<file path="src/rtl/codon_pattern_loader.sv">
// Pattern sequencer for the codon counter: fetches each pattern from the ROM,
// pulses the counter clear, holds count enable until done_gen, repeats per pattern.
module codon_pattern_loader #(
  parameter int NUM_PAT = 6,
  parameter int PAT_LEN = 6,
  parameter int PAT_AW  = 6,
  parameter int TIMEOUT = 512
) (
  input  logic              clk,
  input  logic              rst,
  input  logic              start,
  input  logic              abort,
  input  logic [3:0]        spo_pat,
  output logic [PAT_AW-1:0] addr_pat,
  output logic [5:0][3:0]   data,
  output logic              init_cnt_ena,
  output logic              count_ena,
  input  logic              done_gen,
  output logic              busy,
  output logic [2:0]        pat_idx,
  output logic              all_done,
  output logic              timeout_err,
  output logic [2:0]        state_dbg
);

  localparam int WD_W = $clog2(TIMEOUT);

  typedef enum logic [2:0] {
    IDLE  = 3'd0,
    FETCH = 3'd1,
    INIT  = 3'd2,
    COUNT = 3'd3,
    NEXT  = 3'd4,
    DONE  = 3'd5
  } state_t;

  state_t          state;
  state_t          state_next;
  logic [2:0]      nib;
  logic            seen_f;
  logic [WD_W-1:0] wdog;
  logic            empty_pat;
  logic            last_nib;
  logic            last_pat;
  logic            wd_expired;
  logic            timeout_hit;
  logic            start_ok;

  assign empty_pat  = (nib == 3'd0) && (spo_pat == 4'hF);
  assign last_nib   = (nib == 3'(PAT_LEN - 1));
  assign last_pat   = (pat_idx == 3'(NUM_PAT - 1));
  assign wd_expired = (wdog == WD_W'(TIMEOUT - 1));
  assign state_dbg  = state;

  always_ff @(posedge clk or negedge rst) begin
    if (!rst) state <= IDLE;
    else      state <= state_next;
  end

  // abort overrides every transition, including a timeout in the same cycle
  always_comb begin
    state_next  = state;
    timeout_hit = 1'b0;
    case (state)
      IDLE:  if (start) state_next = FETCH;
      FETCH: begin
        if (empty_pat)     state_next = DONE;
        else if (last_nib) state_next = INIT;
      end
      INIT:  state_next = COUNT;
      COUNT: begin
        if (done_gen) begin
          state_next = NEXT;
        end else if (wd_expired) begin
          state_next  = IDLE;
          timeout_hit = 1'b1;
        end
      end
      NEXT:    state_next = last_pat ? DONE : FETCH;
      DONE:    state_next = IDLE;
      default: state_next = IDLE;
    endcase
    if (abort) begin
      state_next  = IDLE;
      timeout_hit = 1'b0;
    end
  end

  assign start_ok = (state == IDLE) && (state_next == FETCH);

  // Outputs are decoded from the next state so they register alongside it.
  always_ff @(posedge clk or negedge rst) begin
    if (!rst) begin
      init_cnt_ena <= 1'b0;
      count_ena    <= 1'b0;
      busy         <= 1'b0;
      all_done     <= 1'b0;
    end else begin
      init_cnt_ena <= (state_next == INIT);
      count_ena    <= (state_next == COUNT);
      busy         <= (state_next != IDLE);
      all_done     <= (state_next == DONE);
    end
  end

  always_ff @(posedge clk or negedge rst) begin
    if (!rst) begin
      addr_pat    <= '0;
      data        <= '1;
      pat_idx     <= 3'd0;
      nib         <= 3'd0;
      seen_f      <= 1'b0;
      timeout_err <= 1'b0;
    end else begin
      if (start_ok) begin
        addr_pat    <= '0;
        data        <= '1;
        pat_idx     <= 3'd0;
        nib         <= 3'd0;
        seen_f      <= 1'b0;
        timeout_err <= 1'b0;
      end else if (timeout_hit) begin
        timeout_err <= 1'b1;
      end

      if (state == FETCH) begin
        // once a terminator nibble is seen, the rest of the slot reads as F
        data[3'(PAT_LEN - 1) - nib] <= seen_f ? 4'hF : spo_pat;
        if (spo_pat == 4'hF) seen_f <= 1'b1;
        if (state_next == FETCH) begin
          nib      <= nib + 3'd1;
          addr_pat <= addr_pat + PAT_AW'(1);
        end
      end

      if ((state == NEXT) && (state_next == FETCH)) begin
        pat_idx  <= pat_idx + 3'd1;
        nib      <= 3'd0;
        seen_f   <= 1'b0;
        addr_pat <= addr_pat + PAT_AW'(1);
      end
    end
  end

  // Watchdog runs only across consecutive COUNT cycles of one pattern.
  always_ff @(posedge clk or negedge rst) begin
    if (!rst)                                      wdog <= '0;
    else if ((state == COUNT) && (state_next == COUNT)) wdog <= wdog + WD_W'(1);
    else                                           wdog <= '0;
  end

endmodule

</file>
<file path="config.mk">
export PLATFORM = sky130hd
export DESIGN_NAME = codon_pattern_loader
export DESIGN_NICKNAME = d
export VERILOG_FILES = /design/src/rtl/codon_pattern_loader.sv
export SDC_FILE = /design/constraint.sdc
export NUM_CORES = 1
export LEC_CHECK = 0
export CAP_MARGIN = 20
export CORE_UTILIZATION = 50
export DETAILED_ROUTE_END_ITERATION = 7
export GPL_ROUTABILITY_DRIVEN = 0
export PLACE_DENSITY = 0.86
export SYNTH_ARGS = -nofsm -noshare
export SYNTH_HDL_FRONTEND = slang
export SYNTH_SLANG_ARGS = --single-unit
</file>
<file path="constraint.sdc">
create_clock -name clk -period 6.01 [get_ports clk]
set_clock_uncertainty 0.2 [all_clocks]
set_input_delay 0.9015 -clock clk [delete_from_list [all_inputs] [get_ports clk]]
set_output_delay 0.9015 -clock clk [all_outputs]
set_load 0.02 [all_outputs]
</file>
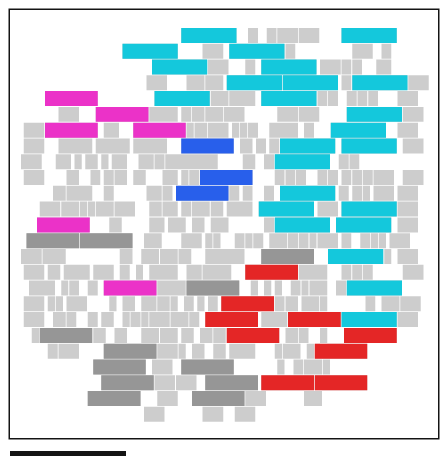
Figure 1: sequential cells grouped by signal name.
The bar under the picture is 20 um long. Other sequential cells in the stronger grey, the rest of the logic in the fainter grey.
addr_pat: drawn in magenta, sequential cells 6. nib: drawn in blue, sequential cells 3. data: drawn in cyan, sequential cells 24. wdog: drawn in red, sequential cells 9.
Another 12 sequential cells are not coloured.
final core occ: 66.2%
proportion of cell area occupied by registers: 43.0%
register cell area after layout: 0.00138 mm^2
Flop+latch power: 0.516 mW

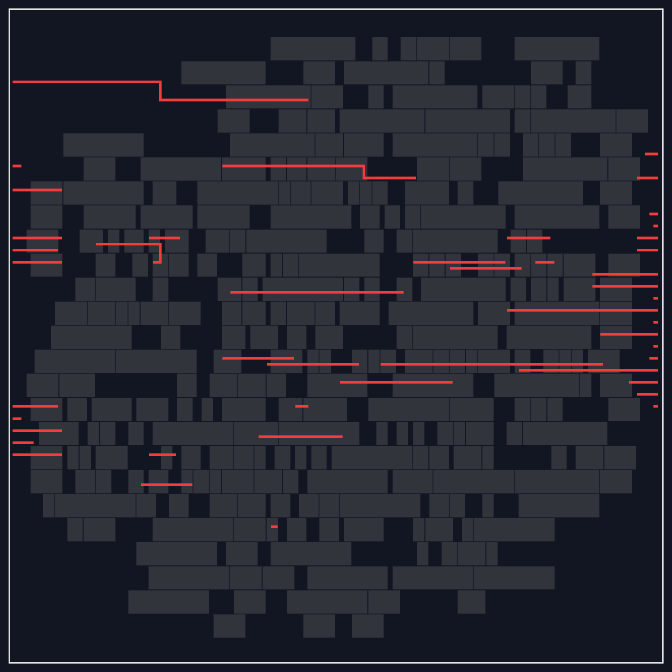
Figure 2: M3 wires.
Cells faint in the background.
The layer carries 296 um of wire. 41 nets have wire on it. The layer holds 5.5% of the routed length. The longest straight run is 24.8 um. The wires run mostly horizontal.
routed vias: 2065
met3 global-route usage: 5.49%
wire length reported by the detailed router: 5390 um

==> run notes <==
The synthesis and place-and-route flow finished, so here is a summary.

The flow ran to the end, and the final reports show no timing, DRC or antenna violations. The synthesized netlist net count is roughly 260. In the routed layout, each cell is associated on average with a via count of approximately 5.7. The Yosys warning count came out at 0. The share of the synthesized area in the top cell type came out at between 20 and 30%. The synthesized netlist devotes between 3 and 4% of its cell area to adder and majority cells. The number of flip-flops and latches came out at around 54. The pre-CTS setup check shows a worst slack of around 2.5 ns. The share of synthesized cell area in and, or, nand and nor gates is 20.6%. In the synthesized netlist, the dominant kind of combinational cell is simple AND/OR/NAND/NOR gates. The number of DRC markers in iteration 0 is roughly 150. The switching fraction of total power came out at approximately a third. Setup repair after global routing left no endpoint under its margin.

The clock period minus final worst setup slack is ~3.2 ns. The floorplan die area came out at roughly 0.0054 mm^2. The filler-free cell count of the finished design came out at between 300 and 400. By count the netlist is led by sky130_fd_sc_hd__dfrtp_1, sky130_fd_sc_hd__dfstp_2, sky130_fd_sc_hd__o21ai_0. The layout report lists the multi-input gate area as between 0.001 and 0.0015 mm^2. In this run, synthesis inferred 0 flip-flops with an integrated enable.

The relative area change from synthesis to final layout came out at 24.7%. The count of inserted tapcells came out at 67. Entering global routing, the biggest net connects approximately 55 pins. The wire-length estimate of the detail-placed layout is 3660 um. The aoi/oai-family share of the synthesized area is ~16%. The mapped netlist covers ~0.0026 mm^2.

Cells with a size suffix above 1 make up between 10% and 20% of the layout. The sequential power share came out at around 47%. Looking at the area split, the leading class of cells is sequential cells. Per the synthesis report, the number of distinct cell types is 49.

The cell type with the highest aggregate area in the netlist is sky130_fd_sc_hd__dfrtp_1. The DRC violations left is 0.
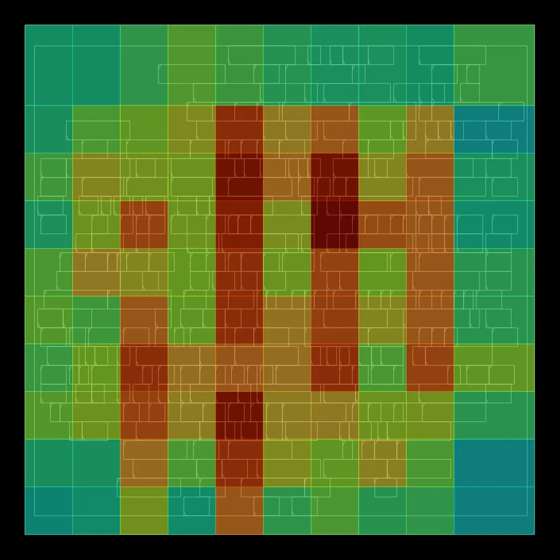
Figure 3: congestion heat map.
average wire length per cell after detail routing: 15.0 um
layer with the highest usage after global routing: met2
met2 Track Usage GR: 33.1%

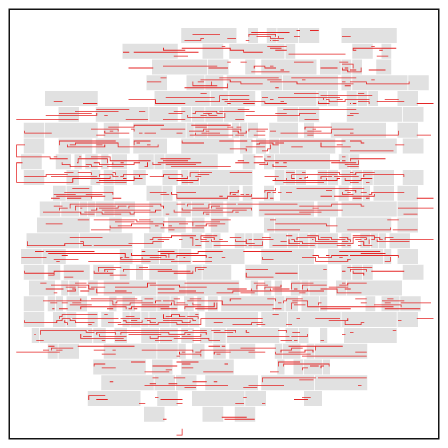
Figure 4: M1 wires.
Cells faint in the background.
The longest straight run is 17.0 um. The wires run mostly horizontal. The layer carries 2460 um of wire. 272 nets have wire on it.
M1 GR Usage: 28.2%

-- layout by cell type, fill, tap and decap left out, types with 5 or more instances in the layout --
master	netlist	layout
sky130_fd_sc_hd__clkdlybuf4s50_1	0	48
sky130_fd_sc_hd__dfrtp_1	30	30
sky130_fd_sc_hd__dfstp_2	24	24
sky130_fd_sc_hd__o21ai_0	21	21
sky130_fd_sc_hd__nor2_1	20	20
sky130_fd_sc_hd__a21oi_1	14	14
sky130_fd_sc_hd__nor3_1	14	14
sky130_fd_sc_hd__nand3_1	13	13
sky130_fd_sc_hd__inv_1	8	8
sky130_fd_sc_hd__and3_1	8	8
sky130_fd_sc_hd__nand2_1	7	7
sky130_fd_sc_hd__ha_1	7	7
sky130_fd_sc_hd__clkbuf_8	0	6
sky130_fd_sc_hd__and2_1	5	5
Power figures rest on the tool's default switching activity, not on a simulated workload.
